<file path="src/rtl/winograd_in_tf_pkg.sv">
// Shared definitions for the Winograd F(2,3) input/filter transform block.
// Holds the default data width and FIFO depth, the frame geometry (six
// slots per frame, three of them carrying rows) and the slot/frame state
// types used by the top level.
package winograd_in_tf_pkg;

  localparam int unsigned WINO_DW      = 32;
  localparam int unsigned WINO_DEPTH   = 4;
  localparam int unsigned FRAME_LEN    = 6;
  localparam int unsigned ACTIVE_SLOTS = 3;

  typedef enum logic [2:0] {
    SLOT_0 = 3'd0,
    SLOT_1 = 3'd1,
    SLOT_2 = 3'd2,
    SLOT_3 = 3'd3,
    SLOT_4 = 3'd4,
    SLOT_5 = 3'd5
  } slot_e;

  typedef enum logic {
    FRAME_IDLE,
    FRAME_ACTIVE
  } frame_e;

  // Free-running slot sequence 0..FRAME_LEN-1 with wrap.
  function automatic slot_e next_slot(input slot_e s);
    if (32'(s) >= FRAME_LEN - 1) return SLOT_0;
    return slot_e'(s + 3'd1);
  endfunction

endpackage

</file>
<file path="src/rtl/wino_row_fifo.sv">
// Row FIFO for the Winograd input transform.
// Stores whole tile rows (W bits each) in strict first-in first-out order.
// Ports:
//   clk_i, rst_i  clock, asynchronous active-high reset (empties the FIFO)
//   push_i        write wdata_i at the tail (caller guarantees not full)
//   wdata_i       row to store
//   pop_i         drop the head row (caller guarantees not empty)
//   rdata_o       current head row (combinational)
//   count_o       number of rows held, 0..DEPTH
module wino_row_fifo #(
  parameter int unsigned W     = 128,
  parameter int unsigned DEPTH = 4
) (
  input  logic                         clk_i,
  input  logic                         rst_i,
  input  logic                         push_i,
  input  logic [W-1:0]                 wdata_i,
  input  logic                         pop_i,
  output logic [W-1:0]                 rdata_o,
  output logic [$clog2(DEPTH+1)-1:0]   count_o
);

  localparam int unsigned PW = $clog2(DEPTH);
  localparam int unsigned CW = $clog2(DEPTH + 1);

  logic [W-1:0]  mem_q [DEPTH];
  logic [PW-1:0] wr_ptr_q, wr_ptr_d;
  logic [PW-1:0] rd_ptr_q, rd_ptr_d;
  logic [CW-1:0] count_q, count_d;

  // DEPTH need not be a power of two, so pointers wrap explicitly.
  function automatic logic [PW-1:0] ptr_inc(input logic [PW-1:0] p);
    return (p == PW'(DEPTH - 1)) ? '0 : p + PW'(1);
  endfunction

  always_comb begin
    wr_ptr_d = push_i ? ptr_inc(wr_ptr_q) : wr_ptr_q;
    rd_ptr_d = pop_i  ? ptr_inc(rd_ptr_q) : rd_ptr_q;
    count_d  = count_q;
    unique case ({push_i, pop_i})
      2'b10:   count_d = count_q + CW'(1);
      2'b01:   count_d = count_q - CW'(1);
      default: count_d = count_q;
    endcase
  end

  always_ff @(posedge clk_i or posedge rst_i) begin
    if (rst_i) begin
      wr_ptr_q <= '0;
      rd_ptr_q <= '0;
      count_q  <= '0;
    end else begin
      wr_ptr_q <= wr_ptr_d;
      rd_ptr_q <= rd_ptr_d;
      count_q  <= count_d;
    end
  end

  // Storage needs no reset: emptiness is tracked by count_q alone.
  always_ff @(posedge clk_i) begin
    if (push_i) mem_q[wr_ptr_q] <= wdata_i;
  end

  assign rdata_o = mem_q[rd_ptr_q];
  assign count_o = count_q;

endmodule

</file>
<file path="src/rtl/winograd_in_tf.sv">
// Winograd F(2,3) input and filter transform front end.
// Input tile rows are buffered in a row FIFO. A free-running six-slot frame
// counter schedules output: when three rows are available at slot 5, the
// next frame presents the transformed rows in slots 0..2; otherwise the
// frame is idle. Filter taps are transformed into a shadow register on
// w_load and published only at the edge entering slot 0.
// Ports:
//   clk, rst                 clock, asynchronous active-high reset
//   in_valid / in_ready      input row handshake
//   d0..d3                   input row (signed)
//   w_load, g0..g2           filter load request and 3 taps (signed)
//   x1..x4                   transformed row, registered
//   w1..w4                   transformed weights, registered
//   out_valid                high while x1..x4 carry a row (slots 0..2)
//   frame_start              high in slot 0 (low during reset)
module winograd_in_tf
  import winograd_in_tf_pkg::*;
#(
  parameter int unsigned DW    = WINO_DW,
  parameter int unsigned DEPTH = WINO_DEPTH
) (
  input  logic          clk,
  input  logic          rst,
  input  logic          in_valid,
  output logic          in_ready,
  input  logic [DW-1:0] d0,
  input  logic [DW-1:0] d1,
  input  logic [DW-1:0] d2,
  input  logic [DW-1:0] d3,
  input  logic          w_load,
  input  logic [DW-1:0] g0,
  input  logic [DW-1:0] g1,
  input  logic [DW-1:0] g2,
  output logic [DW-1:0] x1,
  output logic [DW-1:0] x2,
  output logic [DW-1:0] x3,
  output logic [DW-1:0] x4,
  output logic [DW-1:0] w1,
  output logic [DW-1:0] w2,
  output logic [DW-1:0] w3,
  output logic [DW-1:0] w4,
  output logic          out_valid,
  output logic          frame_start
);

  localparam int unsigned CW = $clog2(DEPTH + 1);
  localparam int unsigned RW = 4 * DW;

  slot_e  slot_q,  slot_d;
  frame_e frame_q, frame_d;

  logic [CW-1:0] fifo_count;
  logic [RW-1:0] fifo_head;
  logic          fifo_push;
  logic          fifo_pop;
  logic          have_frame;

  logic [DW-1:0] h0, h1, h2, h3;

  logic [3:0][DW-1:0] x_q,  x_d;
  logic [3:0][DW-1:0] w_q,  w_d;
  logic [3:0][DW-1:0] sh_q, sh_d;
  logic [3:0][DW-1:0] w_new;
  logic               out_valid_q, out_valid_d;

  logic signed [DW+1:0] g0_x, g1_x, g2_x;
  logic signed [DW+1:0] sum_p, sum_m;

  // Handshake and frame flags are forced low while reset is held.
  assign in_ready    = !rst && (fifo_count < CW'(DEPTH));
  assign fifo_push   = in_valid && in_ready;
  assign frame_start = !rst && (slot_q == SLOT_0);
  assign have_frame  = (fifo_count >= CW'(ACTIVE_SLOTS));

  wino_row_fifo #(
    .W     (RW),
    .DEPTH (DEPTH)
  ) u_fifo (
    .clk_i   (clk),
    .rst_i   (rst),
    .push_i  (fifo_push),
    .wdata_i ({d3, d2, d1, d0}),
    .pop_i   (fifo_pop),
    .rdata_o (fifo_head),
    .count_o (fifo_count)
  );

  assign h0 = fifo_head[0*DW +: DW];
  assign h1 = fifo_head[1*DW +: DW];
  assign h2 = fifo_head[2*DW +: DW];
  assign h3 = fifo_head[3*DW +: DW];

  // Frame scheduling. The decision in slot 5 uses the pre-edge count, and
  // the first row is popped on that same edge so it is visible in slot 0.
  // Once three rows were seen, the pops at the end of slots 0 and 1 cannot
  // underflow because nothing else removes rows in between.
  always_comb begin
    slot_d   = next_slot(slot_q);
    frame_d  = frame_q;
    fifo_pop = 1'b0;
    if (slot_q == SLOT_5) begin
      frame_d  = have_frame ? FRAME_ACTIVE : FRAME_IDLE;
      fifo_pop = have_frame;
    end else if (frame_q == FRAME_ACTIVE && 32'(slot_q) < ACTIVE_SLOTS - 1) begin
      fifo_pop = 1'b1;
    end
  end

  always_ff @(posedge clk or posedge rst) begin
    if (rst) begin
      slot_q  <= SLOT_0;
      frame_q <= FRAME_IDLE;
    end else begin
      slot_q  <= slot_d;
      frame_q <= frame_d;
    end
  end

  // Input transform B^T d, registered only on pop; zero otherwise.
  always_comb begin
    x_d         = '0;
    out_valid_d = fifo_pop;
    if (fifo_pop) begin
      x_d[0] = h0 - h2;
      x_d[1] = h1 + h2;
      x_d[2] = h2 - h1;
      x_d[3] = h1 - h3;
    end
  end

  // Filter transform G g. Sums are two bits wider than the taps so that
  // the halving is exact before truncation back to DW.
  assign g0_x  = {{2{g0[DW-1]}}, g0};
  assign g1_x  = {{2{g1[DW-1]}}, g1};
  assign g2_x  = {{2{g2[DW-1]}}, g2};
  assign sum_p = g0_x + g1_x + g2_x;
  assign sum_m = g0_x - g1_x + g2_x;

  always_comb begin
    w_new[0] = g0;
    w_new[1] = DW'(sum_p >>> 1);
    w_new[2] = DW'(sum_m >>> 1);
    w_new[3] = g2;
    sh_d     = w_load ? w_new : sh_q;
    // Publishing from sh_d lets a load in slot 5 reach the very next frame.
    w_d      = (slot_q == SLOT_5) ? sh_d : w_q;
  end

  always_ff @(posedge clk or posedge rst) begin
    if (rst) begin
      x_q         <= '0;
      w_q         <= '0;
      sh_q        <= '0;
      out_valid_q <= 1'b0;
    end else begin
      x_q         <= x_d;
      w_q         <= w_d;
      sh_q        <= sh_d;
      out_valid_q <= out_valid_d;
    end
  end

  assign x1        = x_q[0];
  assign x2        = x_q[1];
  assign x3        = x_q[2];
  assign x4        = x_q[3];
  assign w1        = w_q[0];
  assign w2        = w_q[1];
  assign w3        = w_q[2];
  assign w4        = w_q[3];
  assign out_valid = out_valid_q;

endmodule

</file>
<file path="config.mk">
export PLATFORM = sky130hd
export DESIGN_NAME = winograd_in_tf
export DESIGN_NICKNAME = d
export VERILOG_FILES = /design/src/rtl/winograd_in_tf_pkg.sv /design/src/rtl/wino_row_fifo.sv /design/src/rtl/winograd_in_tf.sv
export SDC_FILE = /design/constraint.sdc
export NUM_CORES = 2
export LEC_CHECK = 0
export CAP_MARGIN = 20
export CORE_UTILIZATION = 52
export CTS_CLUSTER_SIZE = 16
export DETAILED_ROUTE_END_ITERATION = 6
export GPL_TIMING_DRIVEN = 0
export HOLD_SLACK_MARGIN = 0.05
export PLACE_DENSITY = 0.77
export SLEW_MARGIN = 20
export SYNTH_ARGS = -nofsm -noshare
export SYNTH_HDL_FRONTEND = slang
export SYNTH_HIERARCHICAL = 1
export SYNTH_SLANG_ARGS = --single-unit
</file>
<file path="constraint.sdc">
create_clock -name clk -period 14.97 [get_ports clk]
set_input_delay 4.491 -clock clk [delete_from_list [all_inputs] [get_ports clk]]
set_output_delay 4.491 -clock clk [all_outputs]
set_load 0.01 [all_outputs]
</file>
Floorplan with the power grid:
Bar = 100 microns. Pins as bars on the die edge.
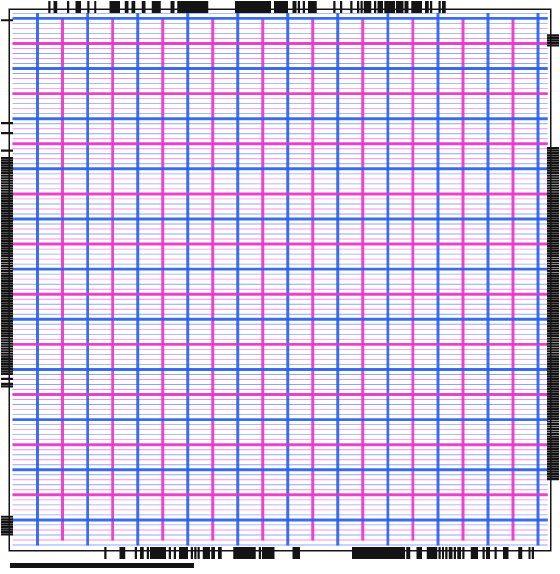
Key: magenta = VDD; blue = VSS
107 met1 rails follow the rows. The core has 106 rows. 21 straps on met4. 21 straps on met5. 487 signal pins sit on the boundary.

Cells colored by class:
Bar = 100 microns.
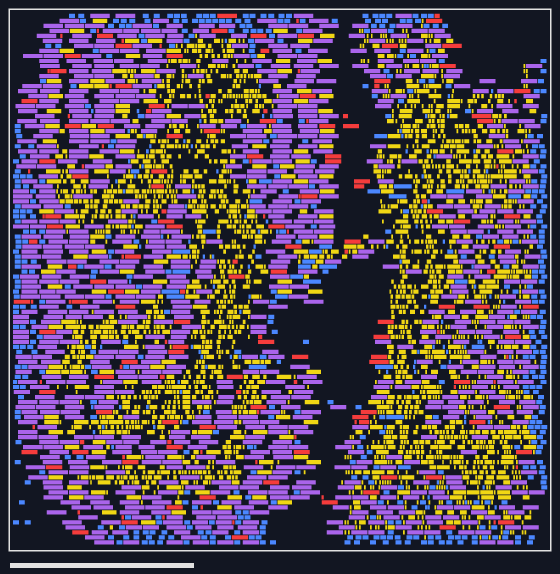
Key: yellow = combinational and other logic [cells 2408]; purple = flops [cells 907]; blue = other buffers and delay cells [cells 643]; red = clock drivers and dummy loads [cells 171]

==> run summary <==
Synthesis and place-and-route results.

- The run finished with clean final reports.
- Setup repair after global routing left no endpoint under its margin.
- The most popular library cell in the synthesized design by count is edfxtp_1.
- The buffer share of cell area is 11.3%.
- The minimum period implied by the final worst setup slack is 10620 ps.
- Combinational logic burns 51.4% of the power.
- The routed length on met3 is 8.99 mm.
- The share of flip-flops with an asynchronous set or reset is 43.6%.
- The number of pins exceeding their max-slew limit in the final report is 0.
- Counting only logic cells after layout, the most numerous master is edfxtp_1.
- Looking at the reg2reg group, the worst path ends at x4[31].
- After Yosys synthesis, AND-OR and OR-AND compound gates account for 8.11% of the synthesized area.
- Buffers placed on the I/O ports in this run total 485.
- The switching share of total power is 40.1%.
- The net count after synthesis is 3940.
- The final clock period utilization by the worst path is 70.9%.
- The final layout report lists a clock buffer count of 125.
- The ratio of cells with drive above 1 in the final layout is 11.7%.
- The main kind of combinational logic by area is multiplexers.
- The sequential-cell power consumption is 0.00340 W.
- The number of multi-input combinational cells is 2057.
- The cell area that synthesis handed to floorplanning was 44000 sq um.
- For the combinational group, total power comes out at 0.00603 W.
- In this run the critical path is formed by clkdlybuf4s50_1, nor3b_1, clkdlybuf4s50_1.
- The final RePlAce weighted congestion is 0.925.
- For this run, the detailed router's first-pass iteration total came to 5.
- The analysis attributes to cell leakage a power of 22.2 nW.
- The finished layout reports a core utilization of 64.5%.
- Once the clock tree was built, the setup fixing pass inserted 0 buffers.
- The final timing report counts setup violations totalling 0.
- The clock-pin slew on the worst setup and hold paths is 60 ps.
- The most instantiated flip-flop cell in the synthesis netlist is edfxtp_1.
- The chip height is 293 microns.
- The setup TNS is 0 ps.
- In this run the layout overhead on the synthesized area is reported as 22.6%.
- Per the layout report, the design carries 643 non-clock buffers.
- The total power draw is 0.0117 W.
- The global-route track usage on met3 is 5.87%.
- Gates resized during post-CTS repair numbered 0.
No activity file was given, so power comes from the tool's default toggle rates.
